## config.mk

```make
export PLATFORM = sky130hd
export DESIGN_NAME = huffman_block_sequencer
export DESIGN_NICKNAME = d
export VERILOG_FILES = /design/src/rtl/huffman_block_sequencer.sv
export SDC_FILE = /design/constraint.sdc
export NUM_CORES = 2
export LEC_CHECK = 0
export CORE_AREA = 2 2 543 545
export CTS_CLUSTER_SIZE = 20
export DETAILED_ROUTE_END_ITERATION = 8
export DIE_AREA = 0 0 545 547
export GPL_TIMING_DRIVEN = 0
export PLACE_DENSITY = 0.3
export SYNTH_ARGS = -nofsm -noshare
export SYNTH_HDL_FRONTEND = slang
export SYNTH_SLANG_ARGS = --single-unit
```

## constraint.sdc

```tcl
create_clock -name clock -period 3.18 [get_ports clock]
set_input_delay 0.636 -clock clock [delete_from_list [all_inputs] [get_ports clock]]
set_output_delay 0.636 -clock clock [all_outputs]
set_load 0.005 [all_outputs]
```

## src/rtl/huffman_block_sequencer.sv

```systemverilog
`default_nettype none
// +----------------------------------------------------------------------------+
// | Module      : huffman_block_sequencer                                      |
// | Description : Steps one quantised, zig-zag ordered block through external  |
// |               DC/AC entropy-encoder lookup logic. Keeps a DC predictor per |
// |               colour component, waits ENC_LAT cycles for each encoder      |
// |               result and emits one codeword per symbol on a valid/ready    |
// |               stream toward the bit packer.                                |
// | Revision    : 1.0 - initial release                                        |
// +----------------------------------------------------------------------------+
// | Ports                                                                      |
// |   clock, reset          : single clock, synchronous active-high reset      |
// |   start, comp_id        : block start (accepted only when idle), component |
// |   dc_clear              : restart marker, zeroes all DC predictors (idle)  |
// |   block_in              : NUM_COEF coefficients, coef k at [k*COEF_W +:]   |
// |   busy                  : block in progress                                |
// |   is_luminance          : encoder table select (component 0)               |
// |   coef_matrix, dc_diff, ac_index : inputs to the encoder lookup logic      |
// |   enc_*                 : encoder results, valid ENC_LAT cycles after drive|
// |   out_*                 : codeword stream toward the bit packer            |
// | Optional feature (macro HUFF_BLOCK_STATS_EN)                               |
// |   stat_sym_count, stat_bit_count, stat_valid : per-block symbol/bit counts |
// +----------------------------------------------------------------------------+
module huffman_block_sequencer #(
   parameter int COEF_W   = 10,
   parameter int NUM_COEF = 64,
   parameter int NUM_COMP = 3,
   parameter int ENC_LAT  = 5,
   parameter int IDX_W    = 8
) (
   input  logic                       clock,
   input  logic                       reset,
   input  logic                       start,
   input  logic [1:0]                 comp_id,
   input  logic                       dc_clear,
   input  logic [NUM_COEF*COEF_W-1:0] block_in,
   output logic                       busy,
   output logic                       is_luminance,
   output logic [NUM_COEF*COEF_W-1:0] coef_matrix,
   output logic [COEF_W:0]            dc_diff,
   output logic [IDX_W-1:0]           ac_index,
   input  logic [15:0]                enc_dc_code,
   input  logic [4:0]                 enc_dc_len,
   input  logic [15:0]                enc_ac_code,
   input  logic [4:0]                 enc_ac_len,
   input  logic [3:0]                 enc_run,
   input  logic                       enc_eob,
   output logic                       out_valid,
   input  logic                       out_ready,
   output logic [15:0]                out_code,
   output logic [4:0]                 out_len,
   output logic                       out_is_dc,
`ifdef HUFF_BLOCK_STATS_EN
   output logic [6:0]                 stat_sym_count,
   output logic [10:0]                stat_bit_count,
   output logic                       stat_valid,
`endif
   output logic                       out_last
);

   localparam int CNT_W = (ENC_LAT < 2) ? 1 : $clog2(ENC_LAT + 1);

   localparam logic [2:0] S_IDLE     = 3'd0;
   localparam logic [2:0] S_LOAD     = 3'd1;
   localparam logic [2:0] S_DC_WAIT  = 3'd2;
   localparam logic [2:0] S_DC_OUT   = 3'd3;
   localparam logic [2:0] S_AC_ISSUE = 3'd4;
   localparam logic [2:0] S_AC_WAIT  = 3'd5;
   localparam logic [2:0] S_AC_OUT   = 3'd6;

   logic [2:0]                 state_q, state_d;
   logic [CNT_W-1:0]           cnt_q, cnt_d;
   logic [1:0]                 comp_q, comp_d;
   logic [NUM_COEF*COEF_W-1:0] coef_q, coef_d;
   logic [COEF_W-1:0]          pred_q [NUM_COMP];
   logic [COEF_W-1:0]          pred_d [NUM_COMP];
   logic [COEF_W:0]            dc_diff_q, dc_diff_d;
   logic [IDX_W-1:0]           ac_index_q, ac_index_d;
   logic [IDX_W-1:0]           next_idx_q, next_idx_d;
   logic [15:0]                out_code_q, out_code_d;
   logic [4:0]                 out_len_q, out_len_d;
   logic                       out_valid_q, out_valid_d;
   logic                       out_is_dc_q, out_is_dc_d;
   logic                       out_last_q, out_last_d;
   logic                       busy_q, busy_d;
   logic                       is_lum_q, is_lum_d;

   logic                       w_hs;
   logic [1:0]                 w_comp;
   logic [COEF_W-1:0]          w_coef0;
   logic [COEF_W-1:0]          w_pred;
   logic [IDX_W:0]             w_next;

   assign w_hs    = out_valid_q & out_ready;
   assign w_comp  = (int'(comp_id) < NUM_COMP) ? comp_id : 2'd0;
   assign w_coef0 = coef_q[COEF_W-1:0];
   assign w_pred  = pred_q[comp_q];
   // One extra bit so an advance past the end of the block cannot wrap.
   assign w_next  = {1'b0, ac_index_q} + (IDX_W+1)'(enc_run) + (IDX_W+1)'(1);

   // State register
   always_ff @(posedge clock) begin
      if (reset) state_q <= S_IDLE;
      else       state_q <= state_d;
   end

   // Next-state logic
   always_comb begin
      state_d = state_q;
      case (state_q)
         S_IDLE:     if (start) state_d = S_LOAD;
         S_LOAD:     state_d = S_DC_WAIT;
         S_DC_WAIT:  if (cnt_q == '0) state_d = S_DC_OUT;
         S_DC_OUT:   if (w_hs) state_d = S_AC_ISSUE;
         S_AC_ISSUE: state_d = S_AC_WAIT;
         S_AC_WAIT:  if (cnt_q == '0) state_d = S_AC_OUT;
         S_AC_OUT:   if (w_hs) state_d = out_last_q ? S_IDLE : S_AC_ISSUE;
         default:    state_d = S_IDLE;
      endcase
   end

   // Datapath / output logic
   always_comb begin
      cnt_d       = cnt_q;
      comp_d      = comp_q;
      coef_d      = coef_q;
      pred_d      = pred_q;
      dc_diff_d   = dc_diff_q;
      ac_index_d  = ac_index_q;
      next_idx_d  = next_idx_q;
      out_code_d  = out_code_q;
      out_len_d   = out_len_q;
      out_valid_d = out_valid_q;
      out_is_dc_d = out_is_dc_q;
      out_last_d  = out_last_q;
      busy_d      = busy_q;
      is_lum_d    = is_lum_q;
      case (state_q)
         S_IDLE: begin
            // Clear is applied here; the block reads its predictor in LOAD,
            // so a simultaneous start already sees the cleared value.
            if (dc_clear) begin
               for (int i = 0; i < NUM_COMP; i++) pred_d[i] = '0;
            end
            if (start) begin
               coef_d   = block_in;
               comp_d   = w_comp;
               is_lum_d = (w_comp == 2'd0);
               busy_d   = 1'b1;
            end
         end
         S_LOAD: begin
            dc_diff_d = {w_coef0[COEF_W-1], w_coef0} - {w_pred[COEF_W-1], w_pred};
            cnt_d     = CNT_W'(ENC_LAT);
         end
         S_DC_WAIT: begin
            if (cnt_q == '0) begin
               out_code_d  = enc_dc_code;
               out_len_d   = enc_dc_len;
               out_valid_d = 1'b1;
               out_is_dc_d = 1'b1;
               out_last_d  = 1'b0;
            end else begin
               cnt_d = cnt_q - CNT_W'(1);
            end
         end
         S_DC_OUT: begin
            if (w_hs) begin
               pred_d[comp_q] = w_coef0;
               ac_index_d     = IDX_W'(1);
               out_valid_d    = 1'b0;
            end
         end
         S_AC_ISSUE: begin
            // ac_index is already on the encoder bus during this cycle, so it
            // counts toward the latency: wait one cycle less than for DC.
            cnt_d = CNT_W'(ENC_LAT - 1);
         end
         S_AC_WAIT: begin
            if (cnt_q == '0) begin
               out_code_d  = enc_ac_code;
               out_len_d   = enc_ac_len;
               out_valid_d = 1'b1;
               out_is_dc_d = 1'b0;
               out_last_d  = enc_eob | (w_next >= (IDX_W+1)'(NUM_COEF));
               next_idx_d  = w_next[IDX_W-1:0];
            end else begin
               cnt_d = cnt_q - CNT_W'(1);
            end
         end
         S_AC_OUT: begin
            if (w_hs) begin
               out_valid_d = 1'b0;
               if (out_last_q) begin
                  out_last_d = 1'b0;
                  busy_d     = 1'b0;
               end else begin
                  ac_index_d = next_idx_q;
               end
            end
         end
         default: ;
      endcase
   end

   always_ff @(posedge clock) begin
      if (reset) begin
         cnt_q       <= '0;
         comp_q      <= '0;
         coef_q      <= '0;
         for (int i = 0; i < NUM_COMP; i++) pred_q[i] <= '0;
         dc_diff_q   <= '0;
         ac_index_q  <= '0;
         next_idx_q  <= '0;
         out_code_q  <= '0;
         out_len_q   <= '0;
         out_valid_q <= 1'b0;
         out_is_dc_q <= 1'b0;
         out_last_q  <= 1'b0;
         busy_q      <= 1'b0;
         is_lum_q    <= 1'b0;
      end else begin
         cnt_q       <= cnt_d;
         comp_q      <= comp_d;
         coef_q      <= coef_d;
         pred_q      <= pred_d;
         dc_diff_q   <= dc_diff_d;
         ac_index_q  <= ac_index_d;
         next_idx_q  <= next_idx_d;
         out_code_q  <= out_code_d;
         out_len_q   <= out_len_d;
         out_valid_q <= out_valid_d;
         out_is_dc_q <= out_is_dc_d;
         out_last_q  <= out_last_d;
         busy_q      <= busy_d;
         is_lum_q    <= is_lum_d;
      end
   end

`ifdef HUFF_BLOCK_STATS_EN
   logic [6:0]  stat_sym_q, stat_sym_d;
   logic [10:0] stat_bit_q, stat_bit_d;
   logic        stat_valid_q, stat_valid_d;

   always_comb begin
      stat_sym_d   = stat_sym_q;
      stat_bit_d   = stat_bit_q;
      stat_valid_d = 1'b0;
      if (state_q == S_IDLE && start) begin
         stat_sym_d = '0;
         stat_bit_d = '0;
      end else if (w_hs) begin
         stat_sym_d   = stat_sym_q + 7'd1;
         stat_bit_d   = stat_bit_q + 11'(out_len_q);
         stat_valid_d = (state_q == S_AC_OUT) && out_last_q;
      end
   end

   always_ff @(posedge clock) begin
      if (reset) begin
         stat_sym_q   <= '0;
         stat_bit_q   <= '0;
         stat_valid_q <= 1'b0;
      end else begin
         stat_sym_q   <= stat_sym_d;
         stat_bit_q   <= stat_bit_d;
         stat_valid_q <= stat_valid_d;
      end
   end

   assign stat_sym_count = stat_sym_q;
   assign stat_bit_count = stat_bit_q;
   assign stat_valid     = stat_valid_q;
`endif

   assign busy         = busy_q;
   assign is_luminance = is_lum_q;
   assign coef_matrix  = coef_q;
   assign dc_diff      = dc_diff_q;
   assign ac_index     = ac_index_q;
   assign out_valid    = out_valid_q;
   assign out_code     = out_code_q;
   assign out_len      = out_len_q;
   assign out_is_dc    = out_is_dc_q;
   assign out_last     = out_last_q;

endmodule
`default_nettype wire

```

Figure 1. Port wiring.
(1 px per um)
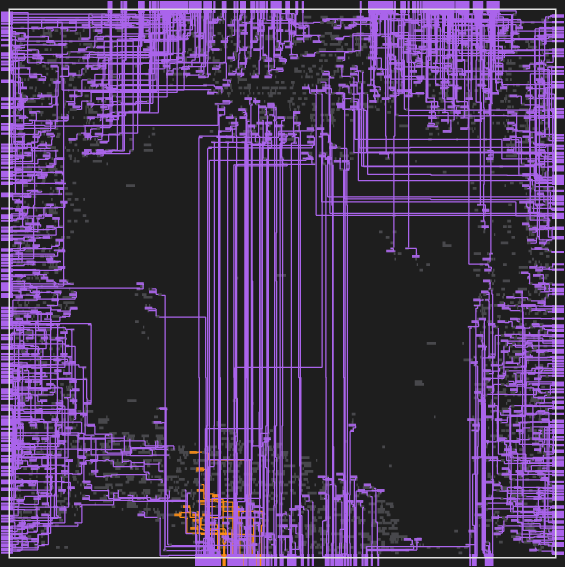
legend:
  coef_matrix:
    color: purple
    direction: output
    end_cells: 640
    buffers: 640
    wire: 71.7 mm
  dc_diff:
    color: orange
    direction: output
    end_cells: 11
    buffers: 11
    wire: 1160 um

Figure 2. Metal layers overlaid.
(1 px per um)
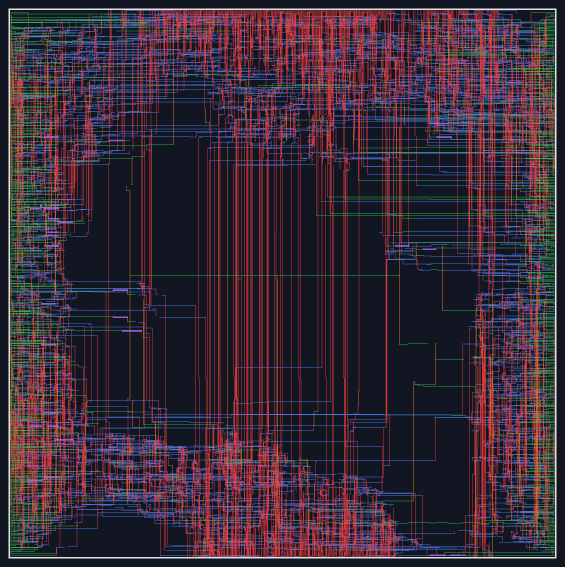
legend:
  met1:
    color: blue
    wire_length: 75.8 mm
  met2:
    color: red
    wire_length: 117 mm
  met5:
    color: purple
    wire_length: 367 um
  met4:
    color: orange
    wire_length: 5080 um
  met3:
    color: green
    wire_length: 21.8 mm

Figure 3. The clock network.
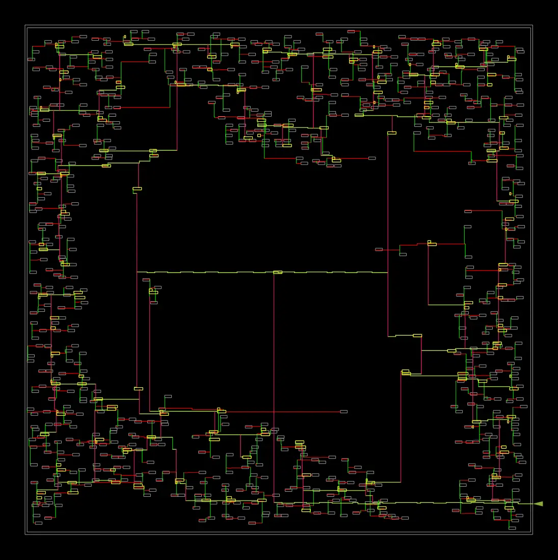
Clock Skew: 54.8 ps
clk latency late pin: 820 ps
clock buffers: 158
Seq cells: 731

-- Yosys cell counts, drive strengths merged (2+ instances only) --
cell type and count:
nand2 1339, dfxtp 731, a21oi 707, buf 127
clkbuf 126, nor2 72, nand3 46, mux2i 34
a211oi 33, ha 18, inv 15, o21ai 15
nand2b 9, a22oi 7, nor2b 7, nor3 6
xor2 6, nand3b 5, o21a 5, a31oi 4
a221oi 3, and2 3, and3 3, nand4 3
nor3b 3, nor4b 3, o31ai 3, or4 3
a21o 2, fa 2, nor4 2, o211ai 2
o31a 2, or3 2
-- metrics by stage --
step                      worst slack, ps  area, um2  instances  hold WS, ps
final                                 192      48900       8866          372
after global routing                 4.93      48900       8843          301
after CTS                            12.8      48900       8841          255
after detailed placement            -1630      45300       8656          445
after global placement              -2330      45200       8654          443
after floorplan                       296      26500       3357          432
-- cell families (layout without fill, tap and decap cells) --
group | count (synthesis) | count (layout)
AND-OR/OR-AND | 790 | 790
multiplexers | 34 | 34
flip-flops | 731 | 731
other | 0 | 27
XOR/XNOR | 6 | 6
AND/OR/NAND/NOR | 1508 | 1508
buffers and inverters | 268 | 1831
adder cells (fa/ha/maj) | 20 | 20
-- sequential cells by signal (all words and copies together), names as in the netlist --
signal / count
cnt_q: 3
ac_index: 8
dc_diff: 11
out_is_dc: 1
state_q: 3
busy: 1
coef_matrix: 640
comp_q: 2
next_idx_q: 8
pred_q: 30
out_last: 1
out_len: 5
is_luminance: 1
out_valid: 1
out_code: 16
-- path summary, 6_finish.rpt --
path                         start                to
hold reg to reg   coef_matrix[485]  coef_matrix[485]
setup reg to reg        state_q[1]  coef_matrix[123]
setup / recovery        state_q[1]  coef_matrix[123]
hold / removal       block_in[621]  coef_matrix[621]
-- metal layers --
metal | vias up | part of all wire
met3 | 233 | 0.099
met1 | 13818 | 0.35
met4 | 56 | 0.023
met5 | - | 0.0017
met2 | 1136 | 0.53
li1 | 14000 | -
-- cell type report --
class                   count  area, um2  area share
clock buffers             158       3150      0.0643
plain buffers             249       1150      0.0234
repair buffers           1380      13800       0.283
multi-input cells        2358      10700       0.219
diodes                     27       67.6     0.00138
well taps                3919       4900       0.100
clock inverters            29        445     0.00910
inverters                  15       56.3     0.00115
flip-flops and latches    731      14600       0.299
-- critical path, cell delays in order, from the launching register on --
cell and delay, ps:
dfxtp_1 300, buf_4 150, nor4b_4 610, buf_6 350, clkbuf_1 530, clkbuf_1 520, nand2_1 200, a21oi_1 150
-- what timing repair did --
item	4_1_cts	5_1_grt
hold buffers	0	0
cloned	0	0
gates resized	14	5
endpoints found under the setup margin	320	6
pin swaps	0	0
-- power by group --
| part | total (mW) | switching (mW) | internal, mW |
|---|---|---|---|
| Combinational | 5.82 | 3.19 | 2.64 |
| Clock | 12.6 | 4.96 | 7.62 |
| Sequential | 10.4 | 0.470 | 9.89 |
| Total | 28.8 | 8.62 | 20.1 |
==> impl_metrics.json <==
{
  "hold_viol": 0,
  "cts_setup_buffers": 0,
  "finalCritPeriodShare": 0.940,
  "ys_types": 50,
  "crit_type": "register to register",
  "drive_gt1_frac": 0.0624,
  "final_util": 0.167,
  "io_pins": 1379,
  "final_cell_mix": "clkdlybuf4s50_1 (1378), nand2_1 (1339), dfxtp_1 (730)",
  "holdPathStages": 3,
  "synthSimpleGateAreaFrac": 0.223,
  "fin_tns_setup_ps": 0,
  "status": "finished clean",
  "vias": 29243,
  "crit_required_ps": 3900,
  "min_period_ps": 2990,
  "maxCapViolations": 0,
  "warnings": 28,
  "powerDensity_nw_per_um2": 588,
  "synthXorXnorAreaFrac": 0.00198,
  "port_buffers": 1378,
  "cts_tree": "yes",
  "rsz0062_at_grt": "false",
  "ys_async_sr_fraction": 0,
  "vias_per_cell": 3.30,
  "ys_top_logic_family": "simple AND/OR/NAND/NOR gates",
  "row_count": 199,
  "slew_headroom": 0.311,
  "edf_count": 0,
  "ir_drop_mv": 0.378,
  "drtAntennaViolNets": 0,
  "largest_area_cell": "dfxtp_1",
  "compound_area_frac": 0.156,
  "routed_wl_um": 220000,
  "initial_utilization": 0.0907,
  "tightest_slew_ps": 1030,
  "wl_per_cell_um": 24.8,
  "ys_cells": 3357,
  "cts_root_buffer": "clkbuf_16"
}
No activity file was given, so power comes from the tool's default toggle rates.
